run_1/port_trees.png
(1.5 px per µm)
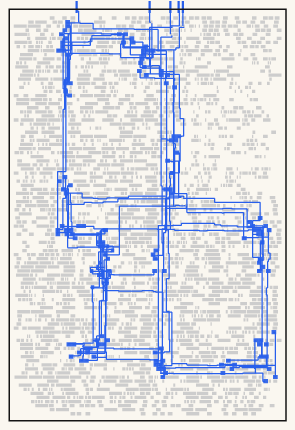
run_1/clock_nets.png
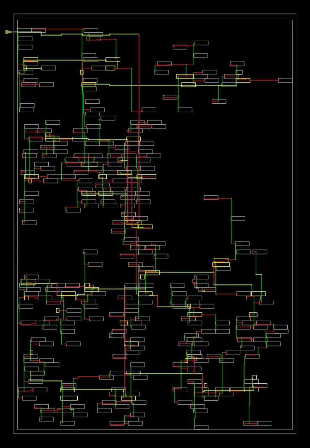
run_1/util_map.png
(1 px per µm) The die is cut into 18 by 27 equal tiles; dark purple is low, yellow is high, 0 to 100% covered.
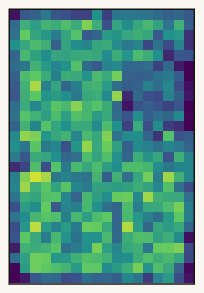
### config.mk
export PLATFORM = sky130hd
export DESIGN_NAME = mrv1_thread_sched_flat
export DESIGN_NICKNAME = d
export VERILOG_FILES = /design/src/rtl/mrv1_thread_sched_if.sv /design/src/rtl/mrv1_thread_sched.sv /design/src/flat_wrapper.sv
export SDC_FILE = /design/constraint.sdc
export NUM_CORES = 1
export LEC_CHECK = 0
export ABC_AREA = 0
export CAP_MARGIN = 20
export CELL_PAD_IN_SITES_DETAIL_PLACEMENT = 0
export CELL_PAD_IN_SITES_GLOBAL_PLACEMENT = 1
export CORE_ASPECT_RATIO = 1.5
export CORE_MARGIN = 2
export CORE_UTILIZATION = 45
export CTS_CLUSTER_DIAMETER = 80
export DETAILED_ROUTE_END_ITERATION = 12
export PLACE_DENSITY_LB_ADDON = 0.12
export SYNTH_ARGS = -nofsm -noshare
export SYNTH_HDL_FRONTEND = slang
export SYNTH_SLANG_ARGS = --single-unit
### constraint.sdc
create_clock -name clk_i -period 13.35 [get_ports clk_i]
set_clock_uncertainty 0.2 [all_clocks]
set_input_delay 2.67 -clock clk_i [delete_from_list [all_inputs] [get_ports clk_i]]
set_output_delay 2.67 -clock clk_i [all_outputs]
set_load 0.02 [all_outputs]
### src/rtl/mrv1_thread_sched_if.sv
// rtl/mrv1_thread_sched_if.sv - request, issue, writeback and branch-resolve bundle for the thread scheduler
interface mrv1_thread_sched_if #(
  parameter int NUM_THREADS_P   = 8,
  parameter int NUM_FU_P        = 5,
  parameter int rf_addr_width_p = 5
);
  localparam int TID_W = $clog2(NUM_THREADS_P);

  logic [NUM_THREADS_P-1:0]                 thr_en_i;
  logic [NUM_THREADS_P-1:0]                 req_vld_i;
  logic [NUM_THREADS_P-1:0]                 req_rs0_vld_i;
  logic [NUM_THREADS_P-1:0]                 req_rs1_vld_i;
  logic [NUM_THREADS_P-1:0]                 req_rd_vld_i;
  logic [NUM_THREADS_P*rf_addr_width_p-1:0] req_rs0_addr_i;
  logic [NUM_THREADS_P*rf_addr_width_p-1:0] req_rs1_addr_i;
  logic [NUM_THREADS_P*rf_addr_width_p-1:0] req_rd_addr_i;
  logic [NUM_THREADS_P*NUM_FU_P-1:0]        req_fu_i;
  logic [NUM_THREADS_P-1:0]                 req_ctrl_i;
  logic [NUM_THREADS_P-1:0]                 req_gnt_o;
  logic [NUM_FU_P-1:0]                      fu_busy_i;
  logic                                     iss_vld_o;
  logic [TID_W-1:0]                         iss_tid_o;
  logic                                     iss_rdy_i;
  logic                                     wb_vld_i;
  logic [TID_W-1:0]                         wb_tid_i;
  logic [rf_addr_width_p-1:0]               wb_rd_addr_i;
  logic                                     br_res_vld_i;
  logic [TID_W-1:0]                         br_res_tid_i;

  modport master (
    output thr_en_i, req_vld_i, req_rs0_vld_i, req_rs1_vld_i, req_rd_vld_i,
           req_rs0_addr_i, req_rs1_addr_i, req_rd_addr_i, req_fu_i, req_ctrl_i,
           fu_busy_i, iss_rdy_i, wb_vld_i, wb_tid_i, wb_rd_addr_i,
           br_res_vld_i, br_res_tid_i,
    input  req_gnt_o, iss_vld_o, iss_tid_o
  );

  modport slave (
    input  thr_en_i, req_vld_i, req_rs0_vld_i, req_rs1_vld_i, req_rd_vld_i,
           req_rs0_addr_i, req_rs1_addr_i, req_rd_addr_i, req_fu_i, req_ctrl_i,
           fu_busy_i, iss_rdy_i, wb_vld_i, wb_tid_i, wb_rd_addr_i,
           br_res_vld_i, br_res_tid_i,
    output req_gnt_o, iss_vld_o, iss_tid_o
  );
endinterface

### src/rtl/mrv1_thread_sched.sv
// rtl/mrv1_thread_sched.sv - round-robin barrel-thread issue scheduler with per-thread
// register scoreboards and branch/jump stall tracking
module mrv1_thread_sched #(
  parameter int NUM_THREADS_P   = 8,
  parameter int NUM_FU_P        = 5,
  parameter int rf_addr_width_p = 5
) (
  input  logic                 clk_i,
  input  logic                 rst_i,
  mrv1_thread_sched_if.slave   sched_if
);
  localparam int TID_W = $clog2(NUM_THREADS_P);
  localparam int AW    = rf_addr_width_p;
  localparam int RF_N  = 1 << AW;

  logic [NUM_THREADS_P-1:0][RF_N-1:0] sb_q, sb_d;
  logic [NUM_THREADS_P-1:0]           ctrl_pend_q, ctrl_pend_d;
  logic [TID_W-1:0]                   rr_ptr_q, rr_ptr_d;
  logic                               iss_vld_q, iss_vld_d;
  logic [TID_W-1:0]                   iss_tid_q, iss_tid_d;

  logic [NUM_THREADS_P-1:0] ready;
  logic [NUM_THREADS_P-1:0] req_gnt;
  logic                     gnt_en, gnt_any;
  logic [TID_W-1:0]         gnt_tid, scan_idx;
  logic [AW-1:0]            gnt_rd;

  // A writeback landing this cycle on the same thread/register is treated as already clear.
  for (genvar t = 0; t < NUM_THREADS_P; t++) begin : g_rdy
    logic [AW-1:0] rs0_a, rs1_a, rd_a;
    logic          wb_t, hz_rs0, hz_rs1, hz_rd, fu_blk;

    assign rs0_a  = sched_if.req_rs0_addr_i[t*AW +: AW];
    assign rs1_a  = sched_if.req_rs1_addr_i[t*AW +: AW];
    assign rd_a   = sched_if.req_rd_addr_i[t*AW +: AW];
    assign wb_t   = sched_if.wb_vld_i && (sched_if.wb_tid_i == TID_W'(t));
    assign hz_rs0 = sched_if.req_rs0_vld_i[t] && sb_q[t][rs0_a] &&
                    !(wb_t && (sched_if.wb_rd_addr_i == rs0_a));
    assign hz_rs1 = sched_if.req_rs1_vld_i[t] && sb_q[t][rs1_a] &&
                    !(wb_t && (sched_if.wb_rd_addr_i == rs1_a));
    assign hz_rd  = sched_if.req_rd_vld_i[t] && sb_q[t][rd_a] &&
                    !(wb_t && (sched_if.wb_rd_addr_i == rd_a));
    assign fu_blk = |(sched_if.req_fu_i[t*NUM_FU_P +: NUM_FU_P] & sched_if.fu_busy_i);
    assign ready[t] = sched_if.req_vld_i[t] && sched_if.thr_en_i[t] && !ctrl_pend_q[t] &&
                      !hz_rs0 && !hz_rs1 && !hz_rd && !fu_blk;
  end

  assign gnt_en = ~iss_vld_q | sched_if.iss_rdy_i;

  // First ready thread at or above rr_ptr; TID_W arithmetic wraps naturally.
  always_comb begin
    gnt_any  = 1'b0;
    gnt_tid  = rr_ptr_q;
    scan_idx = '0;
    for (int i = 0; i < NUM_THREADS_P; i++) begin
      scan_idx = rr_ptr_q + TID_W'(i);
      if (!gnt_any && ready[scan_idx]) begin
        gnt_any = 1'b1;
        gnt_tid = scan_idx;
      end
    end
    gnt_any = gnt_any & gnt_en & ~rst_i;
  end

  always_comb begin
    req_gnt = '0;
    if (gnt_any) req_gnt[gnt_tid] = 1'b1;
  end

  assign gnt_rd = sched_if.req_rd_addr_i[gnt_tid*AW +: AW];

  // Clears are applied before sets so a same-cycle set wins.
  always_comb begin
    sb_d        = sb_q;
    ctrl_pend_d = ctrl_pend_q;
    rr_ptr_d    = rr_ptr_q;
    iss_vld_d   = iss_vld_q;
    iss_tid_d   = iss_tid_q;
    if (sched_if.wb_vld_i)     sb_d[sched_if.wb_tid_i][sched_if.wb_rd_addr_i] = 1'b0;
    if (sched_if.br_res_vld_i) ctrl_pend_d[sched_if.br_res_tid_i] = 1'b0;
    if (gnt_en) iss_vld_d = gnt_any;
    if (gnt_any) begin
      iss_tid_d = gnt_tid;
      rr_ptr_d  = gnt_tid + 1'b1;
      if (sched_if.req_rd_vld_i[gnt_tid]) sb_d[gnt_tid][gnt_rd] = 1'b1;
      if (sched_if.req_ctrl_i[gnt_tid])   ctrl_pend_d[gnt_tid]  = 1'b1;
    end
    for (int t = 0; t < NUM_THREADS_P; t++) sb_d[t][0] = 1'b0;
  end

  always_ff @(posedge clk_i or posedge rst_i) begin
    if (rst_i) begin
      sb_q        <= '0;
      ctrl_pend_q <= '0;
      rr_ptr_q    <= '0;
      iss_vld_q   <= 1'b0;
      iss_tid_q   <= '0;
    end else begin
      sb_q        <= sb_d;
      ctrl_pend_q <= ctrl_pend_d;
      rr_ptr_q    <= rr_ptr_d;
      iss_vld_q   <= iss_vld_d;
      iss_tid_q   <= iss_tid_d;
    end
  end

  assign sched_if.req_gnt_o = req_gnt;
  assign sched_if.iss_vld_o = iss_vld_q;
  assign sched_if.iss_tid_o = iss_tid_q;
endmodule

### src/flat_wrapper.sv
// flat-port wrapper written by rule: the top's interface ports become plain ports
module mrv1_thread_sched_flat 
#(
  parameter int NUM_THREADS_P   = 8,
  parameter int NUM_FU_P        = 5,
  parameter int rf_addr_width_p = 5
)
  (clk_i, rst_i, sched_if_thr_en_i, sched_if_req_vld_i, sched_if_req_rs0_vld_i, sched_if_req_rs1_vld_i, sched_if_req_rd_vld_i, sched_if_req_rs0_addr_i, sched_if_req_rs1_addr_i, sched_if_req_rd_addr_i, sched_if_req_fu_i, sched_if_req_ctrl_i, sched_if_fu_busy_i, sched_if_iss_rdy_i, sched_if_wb_vld_i, sched_if_wb_tid_i, sched_if_wb_rd_addr_i, sched_if_br_res_vld_i, sched_if_br_res_tid_i, sched_if_req_gnt_o, sched_if_iss_vld_o, sched_if_iss_tid_o);
  mrv1_thread_sched_if #(.NUM_THREADS_P(NUM_THREADS_P), .NUM_FU_P(NUM_FU_P), .rf_addr_width_p(rf_addr_width_p)) sched_if_i ();
  input  logic clk_i;
  input  logic rst_i;
  input wire logic [$bits(sched_if_i.thr_en_i)-1:0] sched_if_thr_en_i;
  input wire logic [$bits(sched_if_i.req_vld_i)-1:0] sched_if_req_vld_i;
  input wire logic [$bits(sched_if_i.req_rs0_vld_i)-1:0] sched_if_req_rs0_vld_i;
  input wire logic [$bits(sched_if_i.req_rs1_vld_i)-1:0] sched_if_req_rs1_vld_i;
  input wire logic [$bits(sched_if_i.req_rd_vld_i)-1:0] sched_if_req_rd_vld_i;
  input wire logic [$bits(sched_if_i.req_rs0_addr_i)-1:0] sched_if_req_rs0_addr_i;
  input wire logic [$bits(sched_if_i.req_rs1_addr_i)-1:0] sched_if_req_rs1_addr_i;
  input wire logic [$bits(sched_if_i.req_rd_addr_i)-1:0] sched_if_req_rd_addr_i;
  input wire logic [$bits(sched_if_i.req_fu_i)-1:0] sched_if_req_fu_i;
  input wire logic [$bits(sched_if_i.req_ctrl_i)-1:0] sched_if_req_ctrl_i;
  input wire logic [$bits(sched_if_i.fu_busy_i)-1:0] sched_if_fu_busy_i;
  input wire logic [$bits(sched_if_i.iss_rdy_i)-1:0] sched_if_iss_rdy_i;
  input wire logic [$bits(sched_if_i.wb_vld_i)-1:0] sched_if_wb_vld_i;
  input wire logic [$bits(sched_if_i.wb_tid_i)-1:0] sched_if_wb_tid_i;
  input wire logic [$bits(sched_if_i.wb_rd_addr_i)-1:0] sched_if_wb_rd_addr_i;
  input wire logic [$bits(sched_if_i.br_res_vld_i)-1:0] sched_if_br_res_vld_i;
  input wire logic [$bits(sched_if_i.br_res_tid_i)-1:0] sched_if_br_res_tid_i;
  output wire logic [$bits(sched_if_i.req_gnt_o)-1:0] sched_if_req_gnt_o;
  output wire logic [$bits(sched_if_i.iss_vld_o)-1:0] sched_if_iss_vld_o;
  output wire logic [$bits(sched_if_i.iss_tid_o)-1:0] sched_if_iss_tid_o;
  assign sched_if_i.thr_en_i = sched_if_thr_en_i;
  assign sched_if_i.req_vld_i = sched_if_req_vld_i;
  assign sched_if_i.req_rs0_vld_i = sched_if_req_rs0_vld_i;
  assign sched_if_i.req_rs1_vld_i = sched_if_req_rs1_vld_i;
  assign sched_if_i.req_rd_vld_i = sched_if_req_rd_vld_i;
  assign sched_if_i.req_rs0_addr_i = sched_if_req_rs0_addr_i;
  assign sched_if_i.req_rs1_addr_i = sched_if_req_rs1_addr_i;
  assign sched_if_i.req_rd_addr_i = sched_if_req_rd_addr_i;
  assign sched_if_i.req_fu_i = sched_if_req_fu_i;
  assign sched_if_i.req_ctrl_i = sched_if_req_ctrl_i;
  assign sched_if_i.fu_busy_i = sched_if_fu_busy_i;
  assign sched_if_i.iss_rdy_i = sched_if_iss_rdy_i;
  assign sched_if_i.wb_vld_i = sched_if_wb_vld_i;
  assign sched_if_i.wb_tid_i = sched_if_wb_tid_i;
  assign sched_if_i.wb_rd_addr_i = sched_if_wb_rd_addr_i;
  assign sched_if_i.br_res_vld_i = sched_if_br_res_vld_i;
  assign sched_if_i.br_res_tid_i = sched_if_br_res_tid_i;
  assign sched_if_req_gnt_o = sched_if_i.req_gnt_o;
  assign sched_if_iss_vld_o = sched_if_i.iss_vld_o;
  assign sched_if_iss_tid_o = sched_if_i.iss_tid_o;
  mrv1_thread_sched #(.NUM_THREADS_P(NUM_THREADS_P), .NUM_FU_P(NUM_FU_P), .rf_addr_width_p(rf_addr_width_p)) u_core (.clk_i(clk_i), .rst_i(rst_i), .sched_if(sched_if_i));
endmodule
==> reports/metrics.yaml, run 1 <==
logic_synthesis:
  synth-area-yosys_um2: 21750
  top_area_cell: "dfrtp_1"
  syn_inst: 2251
  synth.cellmix.xorXnorShare_pct: 5.241
  synth_top_cell_by_count: "o21ai_0"
  synth.comb.largest_family: "AND-OR/OR-AND gates"
  syn-num-nets: 2483
  edf_count: 0
layout:
  diodes: 8
  final_layout_top_logic_cell: "o21ai_0"
  signal_buffers: 289
  drive_above_1_share_pct: 14.04
  clk_share_pct: 3.999
timing:
  finalClockPeriodUsage_pct: 91.91
place:
  placedInstanceArea_um2: 24300
  gp_congestion: 0.9839
worst_setup_path:
  path_cells: "clkdlybuf4s50_1 -> mux4_2 -> mux2i_1 -> nor2b_1 -> o311ai_1 -> nand2_1 -> nor2_1 -> o221ai_1 -> o21bai_2 -> a21oi_2 -> a221o_1 -> o211ai_1 -> buf_4 -> nand3_1 -> nor2_1 -> clkdlybuf4s50_1"
  cp.arrival_ns: 9.40
  critical_path.top_delay_family: "AND-OR/OR-AND gates"
global_routing:
  grt_pass1_wl_mm: 142.1
  grt_max_degree: 146
  grt_use_met1_pct: 46.48
worst_hold_path:
  min_path_type: "reg -> reg"
route:
  drt_iter0_drc: 2156
  final_antenna_net_count: 0
run:
  warning_count: 33
cts:
  cts.sinks: 263
  postCtsSetupBuffers: 0
floorplanning:
  chipArea_um2: 50140
power_and_ir_drop:
  internal_power_mw: 2.771
run_status:
  outcome: "completed"
-- port_trees.png (at the start) --
Key: `sched_if_wb_rd_addr_i` = blue [direction input, end cells 147, wire 4630 µm]
# IOs: 241
Port Buffer Count: 240

-- clock_nets.png (at the start) --
Layout clock buffers: 33
Power Clock: 0.869 mW
FF+latch count: 263

-- util_map.png (at the start) --
The mean over all tiles is 49%. 7.2% of the tiles are over 75% full. The emptiest ninth of the die: top right. 1.4% of the tiles are nearly empty.
Core ar.: 47700 µm²
Initial Utilization: 45.60%
fin util: 53.20%

run_1/ff_map.png
(1.5 px per µm) Other sequential cells in the stronger grey, the rest of the logic in the fainter grey.
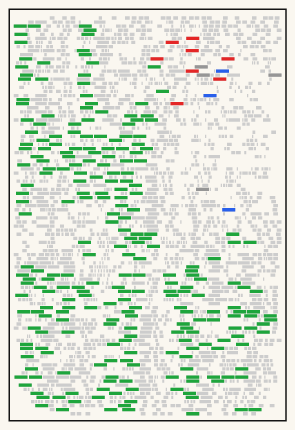

==> inputs of run 2 (changes only) <==
--- a/config.mk
+++ b/config.mk
@@ -13,6 +13,7 @@
 export CORE_MARGIN = 2
 export CORE_UTILIZATION = 45
 export CTS_CLUSTER_DIAMETER = 80
+export CTS_CLUSTER_SIZE = 28
 export DETAILED_ROUTE_END_ITERATION = 12
 export PLACE_DENSITY_LB_ADDON = 0.12
 export SYNTH_ARGS = -nofsm -noshare
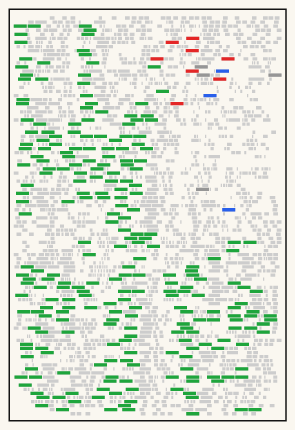
run_2/ff_map.png
(1.5 px per µm) Other sequential cells in the stronger grey, the rest of the logic in the fainter grey.
Key: `u_core.sched_if.iss_tid_o` = blue [sequential cells 3]; `u_core.sb_q` = green [sequential cells 248, where spread over the die]; `u_core.ctrl_pend_q` = red [sequential cells 8]
Another 4 sequential cells are not coloured.
Reg area: 6581 µm²
Seq group: 1.27 mW
fin util: 52.43%

==> run 2 against run 1 <==
Compared with the run above: count of clock-buffer cells in the layout shrank 12; cell area shrank 1.4%; total power shrank 3.3%; global-route usage shrank 0.17 points; worst hold slack lost 0.0015 ns; non-clock buffer count is the same; critical path depth is the same; worst setup slack lost 0.098 ns; largest power group unchanged; highest routed layer is now met4.
==> reports/metrics.yaml, run 2 <==
worst_setup_path:
  crit_cells: 16
  critical_path.top_delay_family: "AND-OR/OR-AND gates"
  path_cells: "clkdlybuf4s50_1 -> mux4_2 -> mux2i_1 -> nor2b_1 -> o311ai_1 -> nand2_1 -> nor2_1 -> o221ai_1 -> o21bai_2 -> a21oi_2 -> a221o_1 -> o211ai_1 -> buf_4 -> nand3_1 -> nor2_1 -> clkdlybuf4s50_1"
layout:
  signal_buffers: 289
  clockBufferCount: 21
  n_sequential_cell: 263
  diodes: 4
  clk_share_pct: 2.646
  top_register: "u_core.sb_q"
  drive_above_1_share_pct: 13.16
  final_layout_top_logic_cell: "o21ai_0"
worst_hold_path:
  min_path_type: "reg -> reg"
  hold_end: "u_core.ctrl_pend_q[2]"
logic_synthesis:
  flop_cell: "dfrtp_1"
  top_area_cell: "dfrtp_1"
  syn-num-nets: 2483
  synth_top_cell_by_count: "o21ai_0"
  synth.cellmix.xorXnorShare_pct: 5.241
  synth.comb.largest_family: "AND-OR/OR-AND gates"
  syn_inst: 2251
  edf_count: 0
  synth-area-yosys_um2: 21750
cts:
  cts.sinks: 263
  hold_buffers: 0
  clock_path_buffers: 3
  postCtsSetupBuffers: 0
floorplanning:
  fp_util_pct: 45.60
  chipArea_um2: 50140
  io_pins: 241
  tap_cells: 600
  core_um2: 47700
power_and_ir_drop:
  internal_power_mw: 2.578
  pg_clk_mw: 0.657
timing:
  fin_ws_ns: 0.9824
  finalClockPeriodUsage_pct: 92.64
route:
  wl_met1_mm: 35.71
  highest_layer: "met4"
global_routing:
  grt_use_met1_pct: 46.84
  use_met3_pct: 6.426
  grt_pass1_wl_mm: 141.5
  grt_pass1_vias: 20829
place:
  io_buffers: 240
  placedInstanceArea_um2: 24300
run_status:
  outcome: "completed"
run:
  warning_count: 35
run_2/gates.png
(1.5 px per µm)
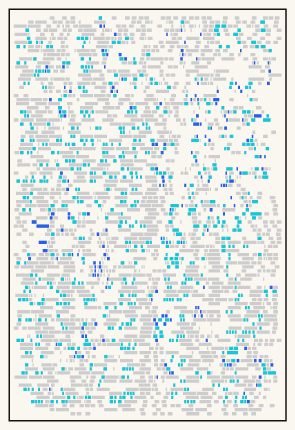

==> inputs of run 3 (changes only) <==
--- a/config.mk
+++ b/config.mk
@@ -15,6 +15,7 @@
 export CTS_CLUSTER_DIAMETER = 80
 export CTS_CLUSTER_SIZE = 28
 export DETAILED_ROUTE_END_ITERATION = 12
+export MAX_ROUTING_LAYER = met4
 export PLACE_DENSITY_LB_ADDON = 0.12
 export SYNTH_ARGS = -nofsm -noshare
 export SYNTH_HDL_FRONTEND = slang
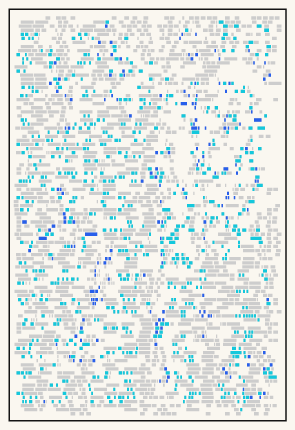
run_3/gates.png
(1.5 px per µm)
Key: nor cells = blue [cells 172, where spread over the die]; aoi and oai cells = cyan [cells 650, where spread over the die]
Cell Count, Final, Fillers Out: 2956
Comb area share: 56.62%
most used logic cell in the final layout: o21ai_0

==> run 3 against run 2 <==
Compared with the run above: first-iteration DRC count decreased by 4.0%; worst setup slack got worse by 0.049 ns; sequential share of layout area increased by 0.21 points; via count about the same; synthesized area unchanged; non-clock buffer count decreased by 1; critical path depth increased by 1; worst hold slack improved by 0.0063 ns; utilization decreased by 0.41 points; flip-flop count unchanged; maximum frequency decreased by 0.39%; combinational power decreased by 2%; critical path type unchanged; critical endpoint unchanged.
==> reports/metrics.yaml, run 3 <==
power_and_ir_drop:
  pg_clk_mw: 0.538
  power_sequential_mw: 1.28
logic_synthesis:
  edf_count: 0
  flop_cell: "dfrtp_1"
  top_area_cell: "dfrtp_1"
  synth-area-yosys_um2: 21750
  synth.cellmix.xorXnorShare_pct: 5.241
worst_setup_path:
  critical_path.top_delay_family: "AND-OR/OR-AND gates"
run:
  warning_count: 30
global_routing:
  grt_pass1_wl_mm: 142.3
  grt_max_degree: 115
  use_met3_pct: 6.865
layout:
  top_register: "u_core.sb_q"
  clk_share_pct: 1.931
  drive_above_1_share_pct: 12.95
  signal_buffers: 288
  diodes: 16
timing:
  finalClockPeriodUsage_pct: 93.01
cts:
  clock_path_buffers: 3
  cts.sinks: 263
floorplanning:
  core_um2: 47700
run_status:
  outcome: "completed"
route:
  highest_layer: "met4"
Power and IR drop assume default switching activity.
